--- src/rtl/regfile_pkg.sv ---
// Shared types and helpers for the multi-port register file: FSM state,
// constant clog2 and the byte-lane merge used by regfile_be_merge.
package regfile_pkg;

   typedef enum logic [0:0] {
      INIT = 1'b0,
      RUN  = 1'b1
   } state_e;

   localparam int MERGE_MAX_W  = 1024;
   localparam int MERGE_MAX_BE = MERGE_MAX_W / 8;

   function automatic int clog2(input int n);
      int r;
      r = 0;
      for (int i = 0; i < 31; i++) begin
         if ((32'sd1 << i) < n) begin
            r = i + 1;
         end else begin
            r = r;
         end
      end
      return r;
   endfunction

   // Operates at the widest supported width; callers extend and truncate.
   function automatic logic [MERGE_MAX_W-1:0] merge_be(
      input logic [MERGE_MAX_W-1:0]  old_data,
      input logic [MERGE_MAX_W-1:0]  new_data,
      input logic [MERGE_MAX_BE-1:0] be
   );
      logic [MERGE_MAX_W-1:0] res;
      res = old_data;
      for (int i = 0; i < MERGE_MAX_BE; i++) begin
         if (be[i]) begin
            res[8*i +: 8] = new_data[8*i +: 8];
         end else begin
            res[8*i +: 8] = old_data[8*i +: 8];
         end
      end
      return res;
   endfunction

endpackage

--- src/rtl/regfile_mp_if.sv ---
// Register file access bus: NRD read ports, one byte-enabled write port, ready.
interface regfile_mp_if
   import regfile_pkg::*;
#(
   parameter int DATA_W   = 32,
   parameter int NUM_REGS = 32,
   parameter int NRD      = 2
);
   localparam int AW   = clog2(NUM_REGS);
   localparam int BE_W = DATA_W / 8;

   logic [NRD-1:0]        rd_en;
   logic [NRD*AW-1:0]     rd_addr;
   logic [NRD*DATA_W-1:0] rd_data;
   logic                  wr_en;
   logic [AW-1:0]         wr_addr;
   logic [DATA_W-1:0]     wr_data;
   logic [BE_W-1:0]       wr_be;
   logic                  ready;

   modport master (
      output rd_en, rd_addr, wr_en, wr_addr, wr_data, wr_be,
      input  rd_data, ready
   );

   modport slave (
      input  rd_en, rd_addr, wr_en, wr_addr, wr_data, wr_be,
      output rd_data, ready
   );
endinterface

--- src/rtl/regfile_be_merge.sv ---
// Byte-lane merge: written lanes take new_data, the rest keep old_data.
module regfile_be_merge
   import regfile_pkg::*;
#(
   parameter int DATA_W = 32
) (
   input  logic [DATA_W-1:0]   old_data,
   input  logic [DATA_W-1:0]   new_data,
   input  logic [DATA_W/8-1:0] be,
   output logic [DATA_W-1:0]   merged
);
   assign merged = DATA_W'(merge_be(MERGE_MAX_W'(old_data),
                                    MERGE_MAX_W'(new_data),
                                    MERGE_MAX_BE'(be)));
endmodule

--- src/rtl/regfile_mp.sv ---
// Multi-port register file with hardware clear after reset and byte-enabled writes.
// Define REGFILE_BYPASS_EN to forward same-cycle writes to matching reads.
module regfile_mp
   import regfile_pkg::*;
#(
   parameter int DATA_W   = 32,
   parameter int NUM_REGS = 32,
   parameter int NRD      = 2
) (
   input logic          clk,
   input logic          rst,
   regfile_mp_if.slave  bus
);
   localparam int AW = clog2(NUM_REGS);

   state_e                state_r;
   logic [AW-1:0]         clr_idx_r;
   logic [DATA_W-1:0]     regs_r [NUM_REGS];
   logic [NRD*DATA_W-1:0] rd_data_r;
   logic                  ready_r;

   logic                  wr_addr_ok_s;
   logic                  wr_hit_s;
   logic [DATA_W-1:0]     wr_old_s;
   logic [DATA_W-1:0]     wr_merged_s;
   logic [AW-1:0]         rd_addr_s [NRD];
   logic [DATA_W-1:0]     rd_val_s  [NRD];

   // The merged word serves both the array write and the read bypass.
   regfile_be_merge #(.DATA_W(DATA_W)) u_merge (
      .old_data (wr_old_s),
      .new_data (bus.wr_data),
      .be       (bus.wr_be),
      .merged   (wr_merged_s)
   );

   // Write qualification and per-port read value selection.
   always_comb begin
      wr_addr_ok_s = ({1'b0, bus.wr_addr} < (AW+1)'(NUM_REGS)) &&
                     (bus.wr_addr != {AW{1'b0}});
      wr_old_s     = wr_addr_ok_s ? regs_r[bus.wr_addr] : {DATA_W{1'b0}};
      wr_hit_s     = (state_r == RUN) && bus.wr_en && wr_addr_ok_s;
      for (int p = 0; p < NRD; p++) begin
         rd_addr_s[p] = bus.rd_addr[p*AW +: AW];
         if (({1'b0, rd_addr_s[p]} < (AW+1)'(NUM_REGS)) &&
             (rd_addr_s[p] != {AW{1'b0}})) begin
            rd_val_s[p] = regs_r[rd_addr_s[p]];
         end else begin
            rd_val_s[p] = {DATA_W{1'b0}};
         end
`ifdef REGFILE_BYPASS_EN
         rd_val_s[p] = (wr_hit_s && (rd_addr_s[p] == bus.wr_addr)) ?
                       wr_merged_s : rd_val_s[p];
`else
         rd_val_s[p] = rd_val_s[p];
`endif
      end
   end

   // Clear sequencer, storage update and registered read ports.
   always_ff @(posedge clk) begin
      if (rst) begin
         state_r   <= INIT;
         clr_idx_r <= {AW{1'b0}};
         rd_data_r <= {(NRD*DATA_W){1'b0}};
         ready_r   <= 1'b0;
      end else begin
         case (state_r)
            INIT: begin
               regs_r[clr_idx_r] <= {DATA_W{1'b0}};
               rd_data_r         <= {(NRD*DATA_W){1'b0}};
               if (clr_idx_r == AW'(NUM_REGS - 1)) begin
                  state_r <= RUN;
                  ready_r <= 1'b1;
               end else begin
                  clr_idx_r <= clr_idx_r + {{(AW-1){1'b0}}, 1'b1};
                  ready_r   <= 1'b0;
               end
            end
            RUN: begin
               ready_r <= 1'b1;
               if (wr_hit_s) begin
                  regs_r[bus.wr_addr] <= wr_merged_s;
               end
               for (int p = 0; p < NRD; p++) begin
                  if (bus.rd_en[p]) begin
                     rd_data_r[p*DATA_W +: DATA_W] <= rd_val_s[p];
                  end
               end
            end
            default: begin
               state_r   <= INIT;
               clr_idx_r <= {AW{1'b0}};
               rd_data_r <= {(NRD*DATA_W){1'b0}};
               ready_r   <= 1'b0;
            end
         endcase
      end
   end

   assign bus.rd_data = rd_data_r;
   assign bus.ready   = ready_r;

endmodule

--- src/flat_wrapper.sv ---
// flat-port wrapper written by rule: the top's interface ports become plain ports
module regfile_mp_flat import regfile_pkg::*;
#(
   parameter int DATA_W   = 32,
   parameter int NUM_REGS = 32,
   parameter int NRD      = 2
)
  (clk, rst, bus_rd_en, bus_rd_addr, bus_wr_en, bus_wr_addr, bus_wr_data, bus_wr_be, bus_rd_data, bus_ready);
  regfile_mp_if #(.DATA_W(DATA_W), .NUM_REGS(NUM_REGS), .NRD(NRD)) bus_i ();
  input logic clk;
  input logic rst;
  input wire logic [$bits(bus_i.rd_en)-1:0] bus_rd_en;
  input wire logic [$bits(bus_i.rd_addr)-1:0] bus_rd_addr;
  input wire logic [$bits(bus_i.wr_en)-1:0] bus_wr_en;
  input wire logic [$bits(bus_i.wr_addr)-1:0] bus_wr_addr;
  input wire logic [$bits(bus_i.wr_data)-1:0] bus_wr_data;
  input wire logic [$bits(bus_i.wr_be)-1:0] bus_wr_be;
  output wire logic [$bits(bus_i.rd_data)-1:0] bus_rd_data;
  output wire logic [$bits(bus_i.ready)-1:0] bus_ready;
  assign bus_i.rd_en = bus_rd_en;
  assign bus_i.rd_addr = bus_rd_addr;
  assign bus_i.wr_en = bus_wr_en;
  assign bus_i.wr_addr = bus_wr_addr;
  assign bus_i.wr_data = bus_wr_data;
  assign bus_i.wr_be = bus_wr_be;
  assign bus_rd_data = bus_i.rd_data;
  assign bus_ready = bus_i.ready;
  regfile_mp #(.DATA_W(DATA_W), .NUM_REGS(NUM_REGS), .NRD(NRD)) u_core (.clk(clk), .rst(rst), .bus(bus_i));
endmodule
--- config.mk ---
export PLATFORM = sky130hd
export DESIGN_NAME = regfile_mp_flat
export DESIGN_NICKNAME = d
export VERILOG_FILES = /design/src/rtl/regfile_pkg.sv /design/src/rtl/regfile_mp_if.sv /design/src/rtl/regfile_be_merge.sv /design/src/rtl/regfile_mp.sv /design/src/flat_wrapper.sv
export SDC_FILE = /design/constraint.sdc
export NUM_CORES = 1
export LEC_CHECK = 0
export CAP_MARGIN = 10
export CORE_MARGIN = 2
export CORE_UTILIZATION = 30
export DETAILED_ROUTE_END_ITERATION = 16
export HOLD_SLACK_MARGIN = 0.02
export PLACE_DENSITY = 0.53
export RECOVER_POWER = 25
export SYNTH_ARGS = -nofsm -noshare
export SYNTH_HDL_FRONTEND = slang
export SYNTH_SLANG_ARGS = --single-unit
--- constraint.sdc ---
create_clock -name clk -period 8.8 [get_ports clk]
set_input_delay 0.88 -clock clk [delete_from_list [all_inputs] [get_ports clk]]
set_output_delay 0.88 -clock clk [all_outputs]
set_load 0.05 [all_outputs]
Figure 1. Routing congestion map.
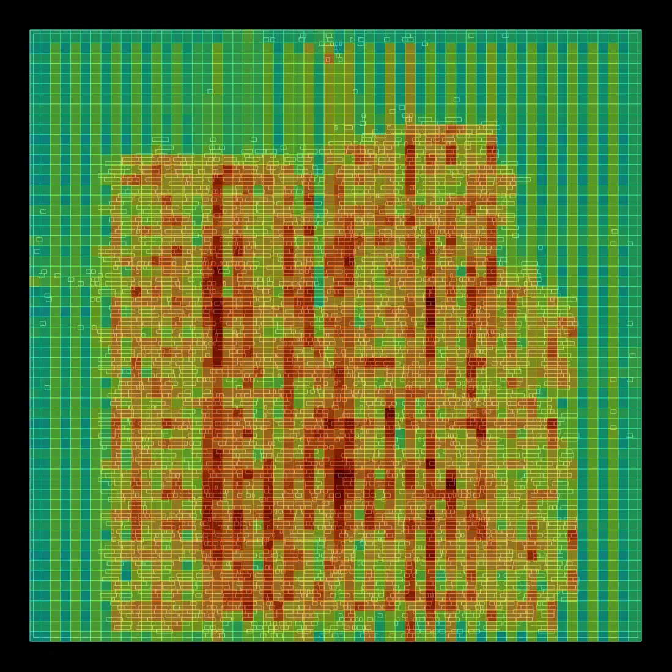
Global Route met2 Usage: 31.0%
GRT Overall Usage: 19.4%
met1 usage: 26.5%

Figure 2. Supply network.
Bar = 100 µm. Pins as bars on the die edge.
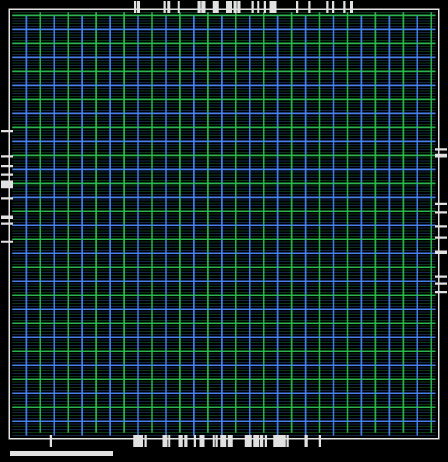
legend:
  green:
    net: VDD
  blue:
    net: VSS
met1 rails: 152
rows: 151

Figure 3. Port wiring.
Bar = 100 µm.
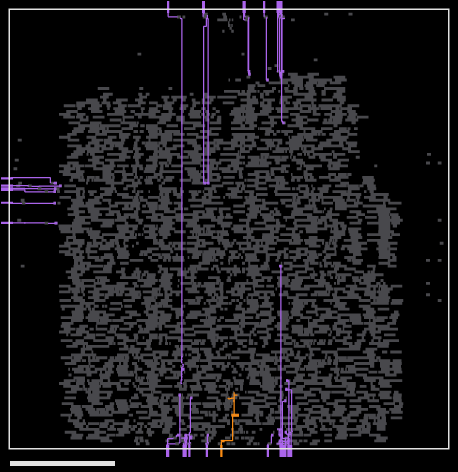
legend:
  orange:
    port: `bus_ready`
    bits: 1
    direction: output
    end_cells: 1
    buffers: 1
    wire: 82.3 µm
  purple:
    port: `bus_wr_data`
    bits: 32
    direction: input
    end_cells: 32
    buffers: 32
    wire: 2060 µm

[worst max path at each step]
stage	endpoint	slack (ns)	cells after the start
after global placement	u_core.regs_r[14][17]	4.02	8
after global routing	u_core.regs_r[10][7]	3.86	6
after CTS	u_core.regs_r[14][23]	4.68	8
final	u_core.regs_r[6][5]	4.03	8
after detailed placement	u_core.regs_r[14][17]	3.94	8
after floorplan	u_core.regs_r[12][0]	5.30	8
[flip-flops by register name, summed over array words and instances (netlist names)]
signal / cells
u_core.bus.rd_data: 64
u_core.bus.ready: 1
u_core.clr_idx_r: 5
u_core.regs_r: 1024
==> job_summary.md <==
### Yosys + OpenROAD results

| Metric | Value |
|---|---|
| Outcome | finished, violations left |
| Violated checks | capacitance limit, slew limit |
| Postcts setup bufs | 0 |
| Syn Area/Cell | 17.6 µm² |
| Hold path startpoint | u_core.bus.rd_data[59] |
| Syn_nets | 2959 |
| Most frequent cells in the layout | 1024 x edfxtp_1, 320 x mux2_2, 320 x mux4_2 |
| Tool warnings | 30 |
| Top cells by count | 1024 x edfxtp_1, 321 x mux2_2, 320 x mux4_2 |
| Antenna diodes | 13 |
| Peak Freq | 0.209 GHz |
| Global-route wire length before repair | 241000 µm |
| Final ANT Viol Nets | 0 |
| Crit Path Max Fanout | 40 |
| CP peak stage delay | 1.05 ns |
| Max Cap Viol | 19 |
| Async S/R FF share, synth | 0% |
| Final hold slack | 0.469 ns |
| Final Critical Period | 4.77 ns |
| Post-Place Worst Slack | 3.94 ns |
| Resize count post-CTS | 0 |
| Layout overhead on the synthesized area | 16.5% |
| Synth Area in Adders | 0.0492% |
| Flip-flop and latch power | 5.66 mW |
| Maximum VDD drop | 142 µV |
| Signal buffers | 258 |
| Reg2reg end | u_core.regs_r[15][7] |
| Post-Syn Area | 50900 µm² |
| Fraction of area in registers | 54.2% |
| Core area | 169000 µm² |
| Highest metal used | met4 |
| Setup TNS | 0 ns |
| Clock power frac | 44.7% |
| Clock Pin Slew Worst Setup and Hold Paths | 0.06 ns |
| CTS H-tree depth | 3 |
| Slew Viols, Final | 605 |
| CTS Buf Count | 113 |
| Sw Share | 22.6% |
| Critical path class | input port to register |
| 1st-iter DRT viols | 3796 |
| # IOs | 121 |
| Drt wl/cell | 32.2 µm |
| Leakage | 15.9 nW |
| Most used cell, CP | buf_4 |
Power and IR drop assume default switching activity.
